[src/rtl/alk_carry_seq_pkg.sv]
// Shared definitions for the ALU carry sequencer.
//   ALUCI codes : carry source select encodings below the extra-source range
//   div_state_t : divide sequencer states
package alk_pkg;

   localparam int unsigned CI_ZERO = 0;
   localparam int unsigned CI_ALKC = 1;
   localparam int unsigned CI_ONE  = 2;
   localparam int unsigned CI_PSLC = 3;
   // Codes at or above this value select ext_ci[code - CI_EXT_BASE].
   localparam int unsigned CI_EXT_BASE = 4;

   typedef enum logic [1:0] {
      DIV_IDLE = 2'd0,
      DIV_RUN  = 2'd1,
      DIV_LAST = 2'd2
   } div_state_t;

endpackage

[src/rtl/alk_carry_seq_if.sv]
// Handshake/bus bundle for alk_carry_seq.
//   master : drives the microcycle controls and ALU feedback, reads results
//   slave  : the carry sequencer itself
interface alk_carry_seq_if #(parameter int CI_W = 2);
   logic                 step_h;
   logic [CI_W-1:0]      aluci_h;
   logic                 force_cout0_h;
   logic                 alpctl_divdbl_h;
   logic                 alkc_load_h;
   logic                 alu_cout_h;
   logic                 alu_sign_h;
   logic                 pslc_flag_h;
   logic [2**CI_W-1:0]   ext_ci_h;
   logic                 div_start_h;
   logic                 carry_out_l;
   logic                 alkc_flag_h;
   logic                 q_bit_h;
   logic                 div_busy_h;
   logic                 div_done_h;

   modport master (
      output step_h, aluci_h, force_cout0_h, alpctl_divdbl_h, alkc_load_h,
             alu_cout_h, alu_sign_h, pslc_flag_h, ext_ci_h, div_start_h,
      input  carry_out_l, alkc_flag_h, q_bit_h, div_busy_h, div_done_h
   );

   modport slave (
      input  step_h, aluci_h, force_cout0_h, alpctl_divdbl_h, alkc_load_h,
             alu_cout_h, alu_sign_h, pslc_flag_h, ext_ci_h, div_start_h,
      output carry_out_l, alkc_flag_h, q_bit_h, div_busy_h, div_done_h
   );
endinterface

[src/rtl/alk_carry_seq_cmux.sv]
// Combinational ALU carry-in source mux.
//   aluci      : source select
//   alkc       : registered ALKC flag
//   pslc       : PSL<C>
//   ext_ci     : extra sources, selected by codes >= 4
//   force_zero : kills the aluci-selected term only
//   divdbl     : ORs ALKC in after the force
//   carry      : selected carry, active high
module alk_cmux
   import alk_pkg::*;
#(
   parameter int CI_W = 2
) (
   input  logic [CI_W-1:0]    aluci,
   input  logic               alkc,
   input  logic               pslc,
   input  logic [2**CI_W-1:0] ext_ci,
   input  logic               force_zero,
   input  logic               divdbl,
   output logic               carry
);

   logic [CI_W-1:0] ext_idx;
   logic            sel_carry;

   always_comb begin
      ext_idx   = aluci - CI_W'(CI_EXT_BASE);
      sel_carry = 1'b0;
      if (aluci == CI_W'(CI_ZERO))
         sel_carry = 1'b0;
      else if (aluci == CI_W'(CI_ALKC))
         sel_carry = alkc;
      else if (aluci == CI_W'(CI_ONE))
         sel_carry = 1'b1;
      else if (aluci == CI_W'(CI_PSLC))
         sel_carry = pslc;
      else
         sel_carry = ext_ci[ext_idx];
      // DIVDBL must still inject ALKC when the normal source is forced off.
      carry = (sel_carry & ~force_zero) | (divdbl & alkc);
   end

endmodule

[src/rtl/alk_carry_seq.sv]
// ALU carry-in sequencer with ALKC flag and non-restoring divide control.
//   clk_h   : microcycle clock
//   reset_l : asynchronous active-low reset
//   bus     : controls, ALU feedback and results (see alk_carry_seq_if)
//
// state    | meaning
// DIV_IDLE | no divide; carry_invert is 0
// DIV_RUN  | divide step; next step adds or subtracts from ~alu_sign
// DIV_LAST | final step; pulses div_done_h and clears carry_invert
module alk_carry_seq
   import alk_pkg::*;
#(
   parameter int CI_W      = 2,
   parameter int DIV_STEPS = 32,
   parameter int CNT_W     = $clog2(DIV_STEPS + 1)
) (
   input  logic           clk_h,
   input  logic           reset_l,
   alk_carry_seq_if.slave bus
);

   div_state_t       state, state_nx;
   logic [CNT_W-1:0] cnt, cnt_nx;
   logic             alkc, alkc_nx;
   logic             carry_invert, carry_invert_nx;
   logic             div_done;
   logic             cmux;

   alk_cmux #(.CI_W(CI_W)) u_cmux (
      .aluci      (bus.aluci_h),
      .alkc       (alkc),
      .pslc       (bus.pslc_flag_h),
      .ext_ci     (bus.ext_ci_h),
      .force_zero (bus.force_cout0_h),
      .divdbl     (bus.alpctl_divdbl_h),
      .carry      (cmux)
   );

   always_ff @(posedge clk_h or negedge reset_l) begin
      if (!reset_l) begin
         state        <= DIV_IDLE;
         cnt          <= '0;
         alkc         <= 1'b0;
         carry_invert <= 1'b0;
      end else begin
         state        <= state_nx;
         cnt          <= cnt_nx;
         alkc         <= alkc_nx;
         carry_invert <= carry_invert_nx;
      end
   end

   always_comb begin
      state_nx        = state;
      cnt_nx          = cnt;
      alkc_nx         = alkc;
      carry_invert_nx = carry_invert;
      div_done        = 1'b0;
      if (bus.step_h) begin
         if (bus.alkc_load_h)
            alkc_nx = bus.alu_cout_h;
         if (bus.div_start_h) begin
            // Start (or restart) always wins; the first step subtracts.
            cnt_nx          = CNT_W'(DIV_STEPS - 1);
            carry_invert_nx = 1'b1;
            state_nx        = (DIV_STEPS == 1) ? DIV_LAST : DIV_RUN;
         end else begin
            case (state)
               DIV_RUN: begin
                  carry_invert_nx = ~bus.alu_sign_h;
                  if (cnt != '0)
                     cnt_nx = cnt - CNT_W'(1);
                  if (cnt == CNT_W'(1))
                     state_nx = DIV_LAST;
               end
               DIV_LAST: begin
                  div_done        = 1'b1;
                  carry_invert_nx = 1'b0;
                  state_nx        = DIV_IDLE;
               end
               default: ;
            endcase
         end
      end
   end

   assign bus.carry_out_l = ~(cmux ^ carry_invert);
   assign bus.alkc_flag_h = alkc;
   assign bus.div_busy_h  = (state != DIV_IDLE);
   assign bus.q_bit_h     = (state != DIV_IDLE) & ~bus.alu_sign_h;
   assign bus.div_done_h  = div_done;

endmodule

[src/flat_wrapper.sv]
// flat-port wrapper written by rule: the top's interface ports become plain ports
module alk_carry_seq_flat import alk_pkg::*;
#(
   parameter int CI_W      = 2,
   parameter int DIV_STEPS = 32,
   parameter int CNT_W     = $clog2(DIV_STEPS + 1)
)
  (clk_h, reset_l, bus_step_h, bus_aluci_h, bus_force_cout0_h, bus_alpctl_divdbl_h, bus_alkc_load_h, bus_alu_cout_h, bus_alu_sign_h, bus_pslc_flag_h, bus_ext_ci_h, bus_div_start_h, bus_carry_out_l, bus_alkc_flag_h, bus_q_bit_h, bus_div_busy_h, bus_div_done_h);
  alk_carry_seq_if #(.CI_W(CI_W)) bus_i ();
  input  logic clk_h;
  input  logic reset_l;
  input wire logic [$bits(bus_i.step_h)-1:0] bus_step_h;
  input wire logic [$bits(bus_i.aluci_h)-1:0] bus_aluci_h;
  input wire logic [$bits(bus_i.force_cout0_h)-1:0] bus_force_cout0_h;
  input wire logic [$bits(bus_i.alpctl_divdbl_h)-1:0] bus_alpctl_divdbl_h;
  input wire logic [$bits(bus_i.alkc_load_h)-1:0] bus_alkc_load_h;
  input wire logic [$bits(bus_i.alu_cout_h)-1:0] bus_alu_cout_h;
  input wire logic [$bits(bus_i.alu_sign_h)-1:0] bus_alu_sign_h;
  input wire logic [$bits(bus_i.pslc_flag_h)-1:0] bus_pslc_flag_h;
  input wire logic [$bits(bus_i.ext_ci_h)-1:0] bus_ext_ci_h;
  input wire logic [$bits(bus_i.div_start_h)-1:0] bus_div_start_h;
  output wire logic [$bits(bus_i.carry_out_l)-1:0] bus_carry_out_l;
  output wire logic [$bits(bus_i.alkc_flag_h)-1:0] bus_alkc_flag_h;
  output wire logic [$bits(bus_i.q_bit_h)-1:0] bus_q_bit_h;
  output wire logic [$bits(bus_i.div_busy_h)-1:0] bus_div_busy_h;
  output wire logic [$bits(bus_i.div_done_h)-1:0] bus_div_done_h;
  assign bus_i.step_h = bus_step_h;
  assign bus_i.aluci_h = bus_aluci_h;
  assign bus_i.force_cout0_h = bus_force_cout0_h;
  assign bus_i.alpctl_divdbl_h = bus_alpctl_divdbl_h;
  assign bus_i.alkc_load_h = bus_alkc_load_h;
  assign bus_i.alu_cout_h = bus_alu_cout_h;
  assign bus_i.alu_sign_h = bus_alu_sign_h;
  assign bus_i.pslc_flag_h = bus_pslc_flag_h;
  assign bus_i.ext_ci_h = bus_ext_ci_h;
  assign bus_i.div_start_h = bus_div_start_h;
  assign bus_carry_out_l = bus_i.carry_out_l;
  assign bus_alkc_flag_h = bus_i.alkc_flag_h;
  assign bus_q_bit_h = bus_i.q_bit_h;
  assign bus_div_busy_h = bus_i.div_busy_h;
  assign bus_div_done_h = bus_i.div_done_h;
  alk_carry_seq #(.CI_W(CI_W), .DIV_STEPS(DIV_STEPS), .CNT_W(CNT_W)) u_core (.clk_h(clk_h), .reset_l(reset_l), .bus(bus_i));
endmodule
[config.mk]
export PLATFORM = sky130hd
export DESIGN_NAME = alk_carry_seq_flat
export DESIGN_NICKNAME = d
export VERILOG_FILES = /design/src/rtl/alk_carry_seq_pkg.sv /design/src/rtl/alk_carry_seq_if.sv /design/src/rtl/alk_carry_seq_cmux.sv /design/src/rtl/alk_carry_seq.sv /design/src/flat_wrapper.sv
export SDC_FILE = /design/constraint.sdc
export NUM_CORES = 1
export LEC_CHECK = 0
export CAP_MARGIN = 20
export CORE_ASPECT_RATIO = 1.1
export CORE_UTILIZATION = 43
export CTS_CLUSTER_DIAMETER = 80
export CTS_CLUSTER_SIZE = 10
export DETAILED_ROUTE_END_ITERATION = 10
export PLACE_DENSITY = 0.79
export SLEW_MARGIN = 20
export SYNTH_ARGS = -nofsm -noshare
export SYNTH_HDL_FRONTEND = slang
export SYNTH_SLANG_ARGS = --single-unit
[constraint.sdc]
create_clock -name clk_h -period 2.33 [get_ports clk_h]
set_clock_uncertainty 0.05 [all_clocks]
set_input_delay 0.466 -clock clk_h [delete_from_list [all_inputs] [get_ports clk_h]]
set_output_delay 0.466 -clock clk_h [all_outputs]
set_load 0.05 [all_outputs]
==> summary.rpt, run 1 <==
IMPLEMENTATION SUMMARY REPORT
----------------------------------------------------
[Die]
  Total die size ........................ 0.001630 mm²

[Detailed routing]
  First DRT Iteration DRCs ........................ 8
  DRT antenna net count ........................ 0
  Wire length the detailed router placed on met1 ........................ 527 µm
  Vias/cell ........................ 5.373

[Status]
  Outcome ........................ complete, no violations

[CTS]
  Clock buffer count from CTS ........................ 3
  Setup bufs post-CTS ........................ 0
  Clock tree root driver cell ........................ sky130_fd_sc_hd__clkbuf_4
  Maximum level of the CTS H-tree ........................ 1
  Clk sink count ........................ 10

[GRT]
  Maximum number of pins on one net before global-route repair ........................ 11
  Global-route wire length before repair ........................ 1938 µm
  Antenna violations before repair ........................ 0
  Grt met1 use ........................ 17.65%

[Synthesis]
  Number of cell instances after yosys synthesis ........................ 67
  Leading area contributor after synthesis ........................ sky130_fd_sc_hd__dfrtp_1
  Synthesis-stage register bit count ........................ 10
  Chip Area, Yosys ........................ 633.1 µm²
  XOR/XNOR Area Share ........................ 1.383%
  Mean cell area of the mapped netlist ........................ 9.449 µm²
  MUX area fraction ........................ 1.779%
  Most instantiated flip-flop cell in the synthesis netlist ........................ sky130_fd_sc_hd__dfrtp_1

[Cells and area]
  Final Net Count ........................ 107
  Largest regs ........................ u_core.cnt (6), u_core.state (2)
  Final-layout non-clock buffer area share ........................ 23.50%
  Leading cell types in the layout, fill and taps excluded ........................ sky130_fd_sc_hd__clkdlybuf4s50_1 (13), sky130_fd_sc_hd__dfrtp_1 (10), sky130_fd_sc_hd__nand2_1 (7), sky130_fd_sc_hd__o21ai_0 (7), sky130_fd_sc_hd__or3_1 (6)
  Nonclk inv count ........................ 4
  Sequential cell area share ........................ 28.65%

[Worst setup path]
  Buffers and inverters on the worst path ........................ 2
  Critical Path Source ........................ bus_aluci_h[1]
  Peak per-stage delay on the critical path ........................ 0.41 ns
  Launch instance of the worst register-to-register path ........................ u_core.cnt[0]
  Crit path to ........................ bus_carry_out_l
  Levels on crit path ........................ 5

[Run]
  Total tool warning count ........................ 32

[Placed design]
  Post-DP Area ........................ 850.8 µm²

[Timing]
  Total negative setup slack ........................ 0 ns
  Setup repair after global routing missed its margin ........................ no

[Pwr]
  Sum of internal, switching and leakage power ........................ 443.1 µW
  Sequential group power ........................ 196 µW

----------------------------------------------------
Figure 1. Selected gate families (run 1).
Bar = 10 µm.
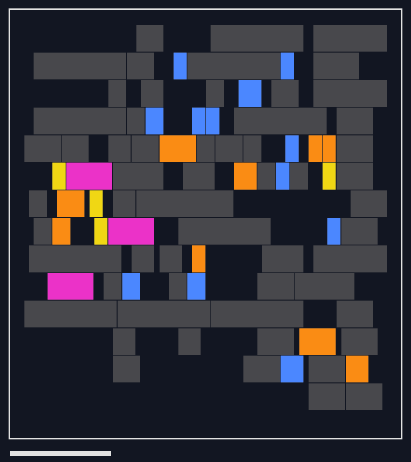
[NOR gates] orange | cells: 9 | most used: nor2_1
[adder and majority cells] magenta | cells: 3 | most used: ha_1
[NAND gates] blue | cells: 12 | most used: nand2_1
[inverters] yellow | cells: 4 | most used: inv_1
most frequent standard cell in the layout excluding fill and tap cells: sky130_fd_sc_hd__clkdlybuf4s50_1
final non-filler cell total: 102

Figure 2. Drive-strength map (run 1).
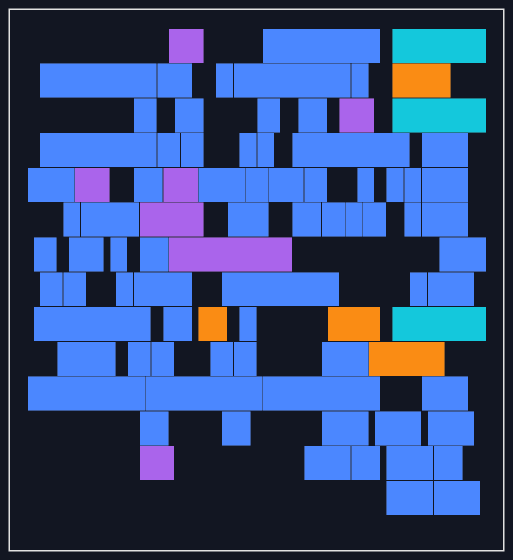
[drive 1 or less] blue | cells: 72 | share: 84% | most used: clkdlybuf4s50_1
[drive 6 and up] cyan | cells: 3 | share: 3.5% | most used: buf_12
[drive 2] orange | cells: 4 | share: 4.7%
[drive 3 to 4] purple | cells: 7 | share: 8.1% | most used: clkbuf_4
Non-clock buffers: 18
Area Overhead vs Synth: 37.94%
cell area after layout: 873.3 µm²
Worst Slack Setup Final: 0.1004 ns

Figure 3. M3 wires (run 1).
Cells faint in the background.
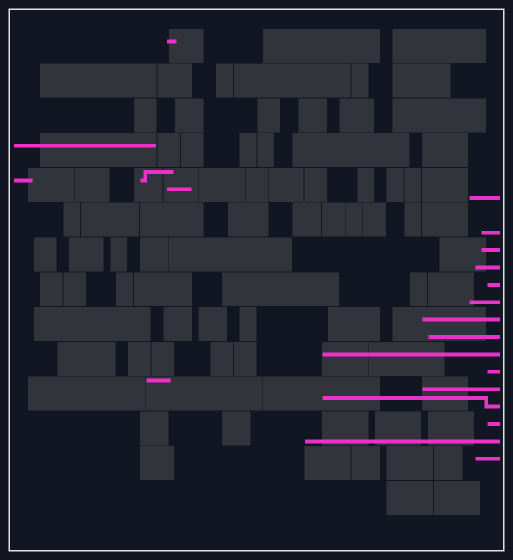
main direction: horizontal
wire length on this layer: 89.7 µm
total wire length: 1252 µm
met3 layer usage reported by global route: 3.191%
total via count in the routed design: 548

Figure 4. Clock wires, drivers and flops (run 1).
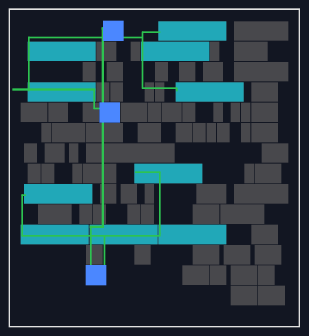
[clock wires] green | length: 129 µm
[flip-flops] cyan | count: 10
[cells driving clock nets] blue | count: 3
routed clock nets: 4
clock group share of total power: 25.8%
power dissipated in the clock network: 114 µW

==> inputs of run 2 (changes only) <==
- CORE_MARGIN: not set -> 2
Figure 5. M3 wires (run 2).
Cells faint in the background.
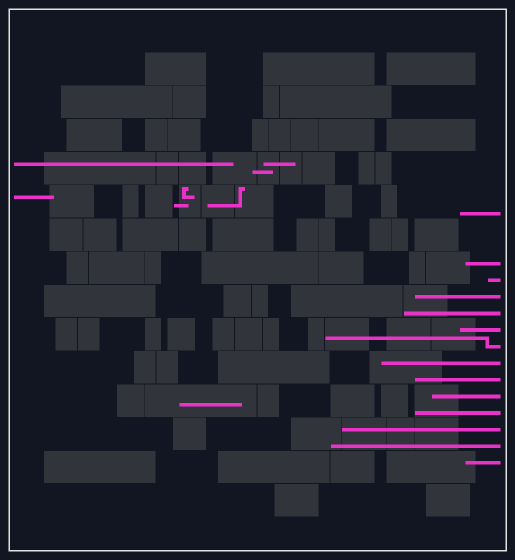
longest straight run: 17.7 µm
share of all routed wire: 10%
main direction: horizontal
nets with wire on the layer: 21
wire length on this layer: 131 µm
total via count in the routed design: 556
met3 layer usage reported by global route: 4.523%
total wire length: 1302 µm

==> summary.rpt, run 2 <==
IMPLEMENTATION SUMMARY REPORT
----------------------------------------------------
[Pwr]
  Sum of internal, switching and leakage power ........................ 488.9 µW

[Worst setup path]
  Launch instance of the worst register-to-register path ........................ u_core.cnt[0]
  Peak per-stage delay on the critical path ........................ 0.41 ns
  Levels on crit path ........................ 5
  Critical Path Source ........................ bus_aluci_h[1]
  Critical path launch point type ........................ input port

[Timing]
  Worst Slack Setup Final ........................ 0.1069 ns
  Total negative setup slack ........................ 0 ns
  Fmax ........................ 449.8 MHz
  Setup repair after global routing missed its margin ........................ no

[Synthesis]
  Most instantiated flip-flop cell in the synthesis netlist ........................ sky130_fd_sc_hd__dfrtp_1
  Number of cell instances after yosys synthesis ........................ 67
  Chip Area, Yosys ........................ 633.1 µm²
  Mean cell area of the mapped netlist ........................ 9.449 µm²
  Synthesis-stage register bit count ........................ 10
  XOR/XNOR Area Share ........................ 1.383%

[Cells and area]
  Nonclk inv count ........................ 4
  Area Overhead vs Synth ........................ 38.93%
  Cell area after layout ........................ 879.6 µm²
  Final non-filler cell total ........................ 102
  Leading cell types in the layout, fill and taps excluded ........................ sky130_fd_sc_hd__clkdlybuf4s50_1 (13), sky130_fd_sc_hd__dfrtp_1 (10), sky130_fd_sc_hd__nand2_1 (7), sky130_fd_sc_hd__o21ai_0 (7), sky130_fd_sc_hd__or3_1 (6)
  Non-clock buffers ........................ 17
  Largest regs ........................ u_core.cnt (6), u_core.state (2)

[CTS]
  Clk sink count ........................ 10
  Clock tree root driver cell ........................ sky130_fd_sc_hd__clkbuf_4
  Clock buffer count from CTS ........................ 3

[Run]
  Total tool warning count ........................ 32

[Placed design]
  Post-DP Area ........................ 843.3 µm²

[GRT]
  Grt met1 use ........................ 21.43%
  Global-route wire length before repair ........................ 2083 µm
  Maximum number of pins on one net before global-route repair ........................ 11

[Die]
  Total die size ........................ 0.001796 mm²

[Detailed routing]
  First DRT Iteration DRCs ........................ 8
  Vias/cell ........................ 5.451
  DRT antenna net count ........................ 0
  Wire length the detailed router placed on met1 ........................ 534 µm

[Status]
  Outcome ........................ complete, no violations

----------------------------------------------------
Figure 6. Clock wires, drivers and flops (run 2).
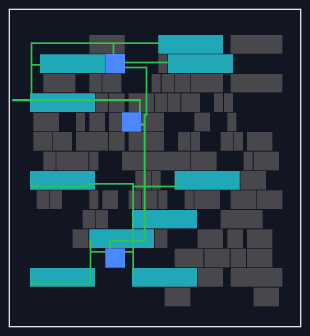
[flip-flops] cyan | count: 10
[cells driving clock nets] blue | count: 3
[clock wires] green | length: 155 µm
routed clock nets: 4
power dissipated in the clock network: 161 µW
clock latency of the later-clocked register in the worst-skew pair: 0.28 ns
clock group share of total power: 33.0%

Power figures rest on the tool's default switching activity, not on a simulated workload.
